`src/rtl/mips_cpu_control_fsm_if.sv`:
```
`default_nettype none
// +--------------------------------------------------------------------------+
// | Module      : mips_cpu_control_fsm_if                                    |
// | Description : Avalon-style memory bus handshake between the CPU control  |
// |               FSM (master) and the memory/datapath side (slave).         |
// |   waitrequest : slave -> master, access completes when low               |
// |   mem_read    : master -> slave, read request                            |
// |   mem_write   : master -> slave, write request                           |
// |   iord        : master -> slave, 0 = PC address, 1 = ALU result address  |
// | Revision    : 1.0  initial release                                       |
// +--------------------------------------------------------------------------+
interface mips_cpu_control_fsm_if;
  logic waitrequest;
  logic mem_read;
  logic mem_write;
  logic iord;

  modport master (input waitrequest, output mem_read, output mem_write, output iord);
  modport slave  (output waitrequest, input mem_read, input mem_write, input iord);
endinterface
`default_nettype wire

```
`src/rtl/mips_cpu_control_fsm.sv`:
```
`default_nettype none
// +--------------------------------------------------------------------------+
// | Module      : mips_cpu_control_fsm                                       |
// | Description : Multi-cycle MIPS main control unit. Moore FSM sequencing   |
// |               FETCH/DECODE/EXEC/MEM/WB, halting on a fetch from PC 0.    |
// | Ports       : clk, rst_n (sync, active-low)                              |
// |               bus            - memory handshake (master modport)         |
// |               i_instr        - instruction register contents             |
// |               i_pc_zero      - datapath PC equals zero                    |
// |               o_active       - low once halted                           |
// |               o_state        - current state code                        |
// |               o_ir_write, o_pc_write, o_pc_cond, o_reg_write - strobes   |
// |               o_alu_src_a, o_alu_src_b, o_reg_dst, o_mem_to_reg - muxes  |
// |               o_alu_op, o_branchz_func - to alu_control                  |
// | Revision    : 1.0  initial release                                       |
// +--------------------------------------------------------------------------+
module mips_cpu_control_fsm (
  input  wire logic              clk,
  input  wire logic              rst_n,
  mips_cpu_control_fsm_if.master bus,
  input  wire logic [31:0]       i_instr,
  input  wire logic              i_pc_zero,
  output logic                   o_active,
  output logic [2:0]             o_state,
  output logic                   o_ir_write,
  output logic                   o_pc_write,
  output logic                   o_pc_cond,
  output logic                   o_reg_write,
  output logic                   o_alu_src_a,
  output logic [1:0]             o_alu_src_b,
  output logic [1:0]             o_reg_dst,
  output logic [1:0]             o_mem_to_reg,
  output logic [3:0]             o_alu_op,
  output logic [4:0]             o_branchz_func
);

  typedef enum logic [2:0] {
    S_FETCH  = 3'd0,
    S_DECODE = 3'd1,
    S_EXEC   = 3'd2,
    S_MEM    = 3'd3,
    S_WB     = 3'd4,
    S_HALT   = 3'd5
  } state_t;

  localparam logic [5:0] c_OP_RTYPE  = 6'b000000;
  localparam logic [5:0] c_OP_REGIMM = 6'b000001;
  localparam logic [5:0] c_OP_J      = 6'b000010;
  localparam logic [5:0] c_OP_JAL    = 6'b000011;
  localparam logic [5:0] c_OP_BEQ    = 6'b000100;
  localparam logic [5:0] c_OP_BNE    = 6'b000101;
  localparam logic [5:0] c_OP_BLEZ   = 6'b000110;
  localparam logic [5:0] c_OP_BGTZ   = 6'b000111;
  localparam logic [5:0] c_OP_ADDIU  = 6'b001001;
  localparam logic [5:0] c_OP_SLTIU  = 6'b001011;
  localparam logic [5:0] c_OP_ANDI   = 6'b001100;
  localparam logic [5:0] c_OP_ORI    = 6'b001101;
  localparam logic [5:0] c_OP_XORI   = 6'b001110;
  localparam logic [5:0] c_OP_LW     = 6'b100011;
  localparam logic [5:0] c_OP_SW     = 6'b101011;

  state_t r_state;
  state_t w_next;
  logic   r_fetch_entry;   // first cycle of the current FETCH visit

  logic [5:0] w_op;
  logic [5:0] w_funct;
  logic       w_jr;
  logic       w_jalr;
  logic       w_r_ok;
  logic       w_op_ok;
  logic       w_mem_read, w_mem_write, w_ir_write, w_pc_write, w_pc_cond, w_reg_write;

  assign w_op    = i_instr[31:26];
  assign w_funct = i_instr[5:0];
  assign w_jr    = (w_op == c_OP_RTYPE) && (w_funct == 6'b001000);
  assign w_jalr  = (w_op == c_OP_RTYPE) && (w_funct == 6'b001001);

  // R-type funct validation; malformed encodings (non-zero reserved fields)
  // are treated as unsupported so they fall through as NOPs.
  always_comb begin
    w_r_ok = 1'b0;
    case (w_funct)
      6'b000000, 6'b000010, 6'b000011:
        w_r_ok = (i_instr[25:21] == 5'd0);
      6'b001000:
        w_r_ok = (i_instr[20:6] == 15'd0);
      6'b001001:
        w_r_ok = (i_instr[20:16] == 5'd0) && (i_instr[10:6] == 5'd0);
      6'b000100, 6'b000110, 6'b000111,
      6'b100001, 6'b100011, 6'b100100, 6'b100101,
      6'b100110, 6'b100111, 6'b101010, 6'b101011:
        w_r_ok = (i_instr[10:6] == 5'd0);
      default: w_r_ok = 1'b0;
    endcase
  end

  always_comb begin
    w_op_ok = 1'b0;
    case (w_op)
      c_OP_RTYPE: w_op_ok = w_r_ok;
      c_OP_REGIMM, c_OP_J, c_OP_JAL, c_OP_BEQ, c_OP_BNE, c_OP_BLEZ, c_OP_BGTZ,
      c_OP_ADDIU, c_OP_SLTIU, c_OP_ANDI, c_OP_ORI, c_OP_XORI, c_OP_LW, c_OP_SW:
        w_op_ok = 1'b1;
      default: w_op_ok = 1'b0;
    endcase
  end

  always_ff @(posedge clk) begin
    if (!rst_n) begin
      r_state       <= S_FETCH;
      r_fetch_entry <= 1'b1;
    end else begin
      r_state       <= w_next;
      r_fetch_entry <= (w_next == S_FETCH) && (r_state != S_FETCH);
    end
  end

  always_comb begin
    w_next       = r_state;
    w_mem_read   = 1'b0;
    w_mem_write  = 1'b0;
    w_ir_write   = 1'b0;
    w_pc_write   = 1'b0;
    w_pc_cond    = 1'b0;
    w_reg_write  = 1'b0;
    bus.iord     = 1'b0;
    o_alu_src_a  = 1'b0;
    o_alu_src_b  = 2'd0;
    o_reg_dst    = 2'd0;
    o_mem_to_reg = 2'd0;
    o_alu_op     = 4'b0000;
    case (r_state)
      S_FETCH: begin
        o_alu_src_b = 2'd1;
        // pc_zero only counts on the entry cycle; stall cycles ignore it
        if (r_fetch_entry && i_pc_zero) begin
          w_next = S_HALT;
        end else begin
          w_mem_read = 1'b1;
          if (!bus.waitrequest) begin
            w_ir_write = 1'b1;
            w_pc_write = 1'b1;
            w_next     = S_DECODE;
          end
        end
      end
      S_DECODE: w_next = w_op_ok ? S_EXEC : S_FETCH;
      S_EXEC: begin
        o_alu_src_a = 1'b1;
        w_next      = S_FETCH;
        case (w_op)
          c_OP_RTYPE: begin
            if (w_jr || w_jalr) begin
              w_pc_write = 1'b1;
              w_next     = w_jalr ? S_WB : S_FETCH;
            end else begin
              o_alu_op = 4'b0010;
              w_next   = S_WB;
            end
          end
          c_OP_ADDIU: begin o_alu_op = 4'b0011; o_alu_src_b = 2'd2; w_next = S_WB; end
          c_OP_ANDI:  begin o_alu_op = 4'b0100; o_alu_src_b = 2'd3; w_next = S_WB; end
          c_OP_ORI:   begin o_alu_op = 4'b0101; o_alu_src_b = 2'd3; w_next = S_WB; end
          c_OP_XORI:  begin o_alu_op = 4'b0110; o_alu_src_b = 2'd3; w_next = S_WB; end
          c_OP_SLTIU: begin o_alu_op = 4'b0111; o_alu_src_b = 2'd2; w_next = S_WB; end
          c_OP_LW, c_OP_SW: begin o_alu_src_b = 2'd2; w_next = S_MEM; end
          c_OP_BEQ:    begin o_alu_op = 4'b0001; w_pc_cond = 1'b1; end
          c_OP_BNE:    begin o_alu_op = 4'b1000; w_pc_cond = 1'b1; end
          c_OP_BGTZ:   begin o_alu_op = 4'b1001; w_pc_cond = 1'b1; end
          c_OP_BLEZ:   begin o_alu_op = 4'b1010; w_pc_cond = 1'b1; end
          c_OP_REGIMM: begin o_alu_op = 4'b1011; w_pc_cond = 1'b1; end
          c_OP_J:      w_pc_write = 1'b1;
          c_OP_JAL:    begin w_pc_write = 1'b1; w_next = S_WB; end
          default:     w_next = S_FETCH;
        endcase
      end
      S_MEM: begin
        bus.iord    = 1'b1;
        // request held steady across the stall; never re-issued
        w_mem_read  = (w_op == c_OP_LW);
        w_mem_write = (w_op == c_OP_SW);
        if (!bus.waitrequest) w_next = (w_op == c_OP_LW) ? S_WB : S_FETCH;
      end
      S_WB: begin
        w_reg_write = 1'b1;
        w_next      = S_FETCH;
        case (w_op)
          c_OP_RTYPE: begin o_reg_dst = 2'd1; o_mem_to_reg = w_jalr ? 2'd2 : 2'd0; end
          c_OP_LW:    o_mem_to_reg = 2'd1;
          c_OP_JAL:   begin o_reg_dst = 2'd2; o_mem_to_reg = 2'd2; end
          default:    ;
        endcase
      end
      S_HALT:  w_next = S_HALT;
      default: w_next = S_FETCH;
    endcase
  end

  // No request or write leaves the unit while reset is held
  assign bus.mem_read  = w_mem_read  & rst_n;
  assign bus.mem_write = w_mem_write & rst_n;
  assign o_ir_write    = w_ir_write  & rst_n;
  assign o_pc_write    = w_pc_write  & rst_n;
  assign o_pc_cond     = w_pc_cond   & rst_n;
  assign o_reg_write   = w_reg_write & rst_n;

  assign o_state        = r_state;
  assign o_active       = (r_state != S_HALT);
  assign o_branchz_func = i_instr[20:16];

endmodule
`default_nettype wire

```
`src/flat_wrapper.sv`:
```
// flat-port wrapper written by rule: the top's interface ports become plain ports
module mips_cpu_control_fsm_flat 
  (clk, rst_n, i_instr, i_pc_zero, o_active, o_state, o_ir_write, o_pc_write, o_pc_cond, o_reg_write, o_alu_src_a, o_alu_src_b, o_reg_dst, o_mem_to_reg, o_alu_op, o_branchz_func, bus_waitrequest, bus_mem_read, bus_mem_write, bus_iord);
  mips_cpu_control_fsm_if bus_i ();
  input  wire logic clk;
  input  wire logic rst_n;
  input  wire logic [31:0] i_instr;
  input  wire logic i_pc_zero;
  output logic o_active;
  output logic [2:0] o_state;
  output logic o_ir_write;
  output logic o_pc_write;
  output logic o_pc_cond;
  output logic o_reg_write;
  output logic o_alu_src_a;
  output logic [1:0] o_alu_src_b;
  output logic [1:0] o_reg_dst;
  output logic [1:0] o_mem_to_reg;
  output logic [3:0] o_alu_op;
  output logic [4:0] o_branchz_func;
  input wire logic [$bits(bus_i.waitrequest)-1:0] bus_waitrequest;
  output wire logic [$bits(bus_i.mem_read)-1:0] bus_mem_read;
  output wire logic [$bits(bus_i.mem_write)-1:0] bus_mem_write;
  output wire logic [$bits(bus_i.iord)-1:0] bus_iord;
  assign bus_i.waitrequest = bus_waitrequest;
  assign bus_mem_read = bus_i.mem_read;
  assign bus_mem_write = bus_i.mem_write;
  assign bus_iord = bus_i.iord;
  mips_cpu_control_fsm u_core (.clk(clk), .rst_n(rst_n), .bus(bus_i), .i_instr(i_instr), .i_pc_zero(i_pc_zero), .o_active(o_active), .o_state(o_state), .o_ir_write(o_ir_write), .o_pc_write(o_pc_write), .o_pc_cond(o_pc_cond), .o_reg_write(o_reg_write), .o_alu_src_a(o_alu_src_a), .o_alu_src_b(o_alu_src_b), .o_reg_dst(o_reg_dst), .o_mem_to_reg(o_mem_to_reg), .o_alu_op(o_alu_op), .o_branchz_func(o_branchz_func));
endmodule
```
`config.mk`:
```
export PLATFORM = sky130hd
export DESIGN_NAME = mips_cpu_control_fsm_flat
export DESIGN_NICKNAME = d
export VERILOG_FILES = /design/src/rtl/mips_cpu_control_fsm_if.sv /design/src/rtl/mips_cpu_control_fsm.sv /design/src/flat_wrapper.sv
export SDC_FILE = /design/constraint.sdc
export NUM_CORES = 1
export LEC_CHECK = 0
export CAP_MARGIN = 30
export CORE_ASPECT_RATIO = 0.75
export CORE_MARGIN = 8
export CORE_UTILIZATION = 37
export CTS_BUF_LIST = sky130_fd_sc_hd__clkbuf_2 sky130_fd_sc_hd__clkbuf_4 sky130_fd_sc_hd__clkbuf_8
export CTS_CLUSTER_DIAMETER = 100
export DETAILED_ROUTE_END_ITERATION = 16
export MAX_ROUTING_LAYER = met4
export PLACE_DENSITY = 0.87
export SLEW_MARGIN = 30
export SYNTH_ARGS = -nofsm -noshare
export SYNTH_HDL_FRONTEND = slang
export SYNTH_SLANG_ARGS = --single-unit
```
`constraint.sdc`:
```
create_clock -name clk -period 3.1 [get_ports clk]
set_input_delay 0.775 -clock clk [delete_from_list [all_inputs] [get_ports clk]]
set_output_delay 0.775 -clock clk [all_outputs]
set_load 0.03 [all_outputs]
```
### PDN straps and rails

Pins as bars on the die edge.
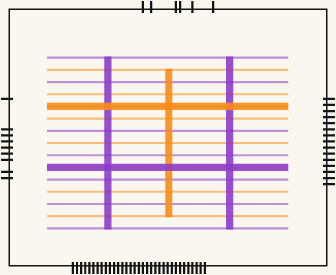
legend:
  VDD:
    color: orange
  VSS:
    color: purple
signal pins: 63
met5 straps: 2
overall die width: 70.51 µm
peak supply drop: 0.0002688 V
Die Ht: 56.88 µm

### Cells colored by class

Scale bar: 20 µm.
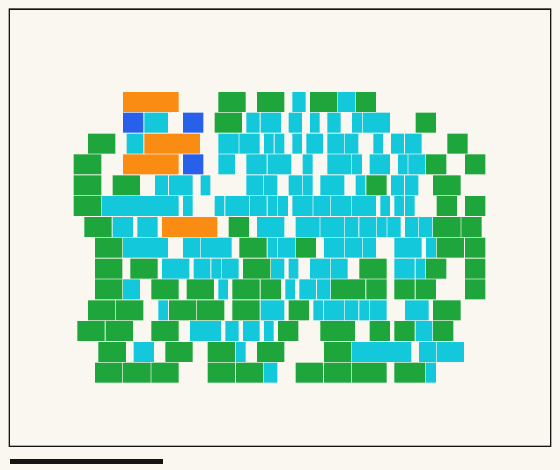
legend:
  other buffers and delay cells:
    color: green
    cells: 72
    share_of_their_area: 45%
  flops:
    color: orange
    cells: 4
    share_of_their_area: 5.4%
  clock drivers:
    color: blue
    cells: 3
    share_of_their_area: 1.5%
  combinational and other logic:
    color: cyan
    cells: 112
    share_of_their_area: 48%
final cell utilization of the core: 73.87%
number of cell rows: 14

### Clock distribution

Scale bar: 20 µm.
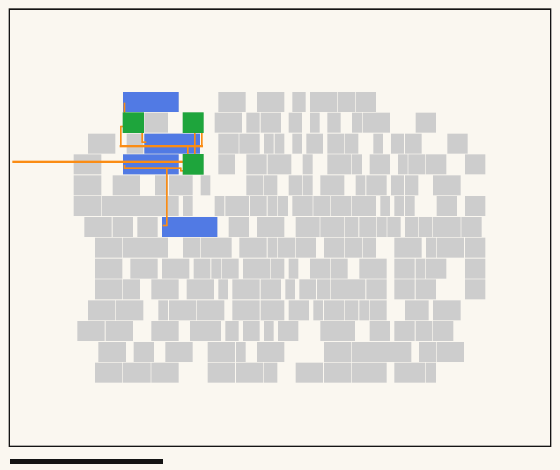
legend:
  clock wires:
    color: orange
    length: 71.2 µm
  clock drivers:
    color: green
    count: 3
  flip-flops:
    color: blue
    count: 4
routed clock nets: 4
share of power burned in the clock network: 17.2%
Final Skew: 0.004367 ns
reported clock group power: 0.0617 mW

### Wiring by layer

Only two layers are drawn.
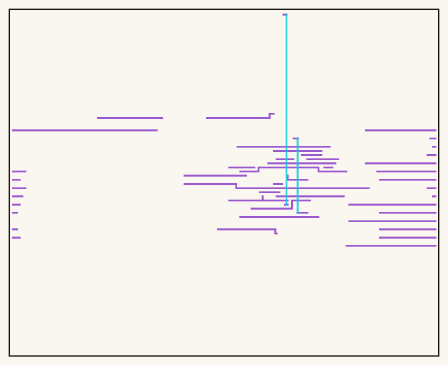
legend:
  metal 3:
    color: purple
    wire_length: 351 µm
  metal 4:
    color: cyan
    wire_length: 43.5 µm
Routed WL per cell: 16.41 µm
via total after detailed routing: 1225
final WL: 3.528 mm

### Clock wiring as the flow saved it

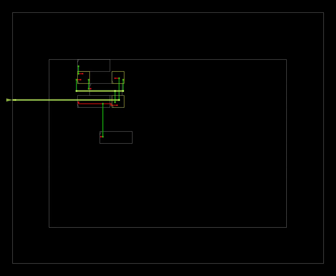
number of clock buffers in the layout: 3
flip-flops: 4
clk ins delay skew pair: 0.23 ns

==> impl_table.tex <==
% Implementation results table
\begin{tabular}{lr}
\hline
Metric & Value \\
\hline
\multicolumn{2}{l}{\textbf{CTS}} \\
\quad TritonCTS buffer count & 3 \\
\quad \# hold bufs at CTS & 0 \\
\quad Deepest clock path buffer count & 2 \\
\quad Post-CTS setup buffers & 0 \\
\quad Max H-tree Level & 1 \\
\multicolumn{2}{l}{\textbf{Logic synthesis}} \\
\quad Synth Flop Type & sky130\_fd\_sc\_hd\_\_dfxtp\_1 \\
\quad Largest family of logic cells by area & simple AND/OR/NAND/NOR gates \\
\quad Post-synth tally of flip-flops with integrated enable & 0 \\
\quad Synth warn & 0 \\
\quad Multiplexer share of the synthesized area & 1.214\% \\
\quad Fraction of the mapped netlist area in compound gates & about 28\% \\
\quad Share of synthesized area occupied by flip-flops and latches & 9.712\% \\
\quad Combined area of all synthesized cells & 824.5 µm² \\
\quad Yosys stat area & 824.5 µm² \\
\quad Count of distinct cell types in the synthesized netlist & $\sim$45 \\
\quad XORs/XNORs by Area & roughly 2.1\% \\
\quad \#FFs+latches synth & 4 \\
\quad Number of instances in the synthesized netlist & about 130 \\
\multicolumn{2}{l}{\textbf{Global route}} \\
\quad Largest net degree at the start of global routing & 15 \\
\quad GR Layer Usage met3 & 4.386\% \\
\quad Met2 usage in global routing & 29.77\% \\
\quad Initial antenna violation count & 0 \\
\quad Met1 GRT Util & 18.90\% \\
\quad Number of global-route vias before repair & 1184 \\
\quad Total global routing overflow & 0 \\
\quad Wire length of the first global-routing pass & between 5 and 6 mm \\
\multicolumn{2}{l}{\textbf{Route}} \\
\quad Detailed-routed wire length on met3 & 350 µm \\
\quad Total DRC errors in the routed layout & 0 \\
\quad DRC violation total after the first TritonRoute iteration & 114 \\
\quad Avg Vias per Cell & 5.698 \\
\quad Antenna violation net count after detailed routing & 0 \\
\quad Metal1 wirelength & 1.346 mm \\
\quad Met2 Routed Length & between 1.5 and 2 mm \\
\multicolumn{2}{l}{\textbf{Worst setup path}} \\
\quad Largest stage delay, worst path & 0.59 ns \\
\quad Largest fanout of any net on the critical path & 14 \\
\quad Crit. path cell count & 5 \\
\quad Data arrival time at the worst-slack endpoint & 2.28 ns \\
\quad Required time of the critical path & 2.32 ns \\
\quad Setup crit start & i\_instr[28] \\
\quad Dominant cell type by count on the critical path & sky130\_fd\_sc\_hd\_\_buf\_4 \\
\quad Destination of the critical timing path & o\_alu\_src\_b[1] \\
\multicolumn{2}{l}{\textbf{Flow run}} \\
\quad Warning total across the stage logs & 26 \\
\multicolumn{2}{l}{\textbf{Layout}} \\
\quad Number of logic gates & 106 \\
\quad Final net count & 229 \\
\quad Post-Layout Cell Count & 215 \\
\quad Layout cells sized above 1 & 19.37\% \\
\quad Flip-flop count of the largest register, all copies and words added & 3 \\
\quad Logic area & about 690 µm² \\
\quad Largest class & combinational gates \\
\quad Non-clock inverters & 6 \\
\quad Growth of design area from synthesis to finish & 83.61\% \\
\quad Dominant logic cell type in the layout & sky130\_fd\_sc\_hd\_\_clkdlybuf4s50\_1 \\
\quad Final non-clock buffer share & 44.21\% \\
\quad Most common logic cells in the final layout & sky130\_fd\_sc\_hd\_\_clkdlybuf4s50\_1 (44), sky130\_fd\_sc\_hd\_\_buf\_4 (24), sky130\_fd\_sc\_hd\_\_nor2\_1 (14) \\
\multicolumn{2}{l}{\textbf{Pwr}} \\
\quad Switching share of total power & 41.33\% \\
\quad Total power & 0.3581 mW \\
\quad Pleak & 0.6193 nW \\
\quad Register share of total power & 20.0\% \\
\quad Net switching component of the power & 0.1480 mW \\
\quad Cell internal pwr & 0.2101 mW \\
\quad Sequential logic power & a little over 0.07 mW \\
\multicolumn{2}{l}{\textbf{Outcome}} \\
\quad Status & finished, final reports clean \\
\multicolumn{2}{l}{\textbf{STA}} \\
\quad Setup ws final & between 0.04 and 0.05 ns \\
\quad Pins over their slew limit & 0 \\
\quad Post-route worst hold slack & approximately 0.64 ns \\
\quad Relative slew slack & 74.21\% \\
\quad Portion of the clock cycle consumed by the worst path in the final layout & 98.44\% \\
\multicolumn{2}{l}{\textbf{Hold path}} \\
\quad Class of the worst hold path & reg2reg \\
\quad Start point of the worst min-delay path & u\_core.o\_state[0] \\
\quad Worst Hold Path Cells & 2 \\
\multicolumn{2}{l}{\textbf{Placed design}} \\
\quad HPWL after detailed placement & 2.923 mm \\
\multicolumn{2}{l}{\textbf{Floorplan}} \\
\quad \# IOs & approximately 63 \\
\quad Initial Utilization & 40.23\% \\
\quad Core area & 2049 µm² \\
\hline
\end{tabular}
Power and IR drop assume default switching activity.
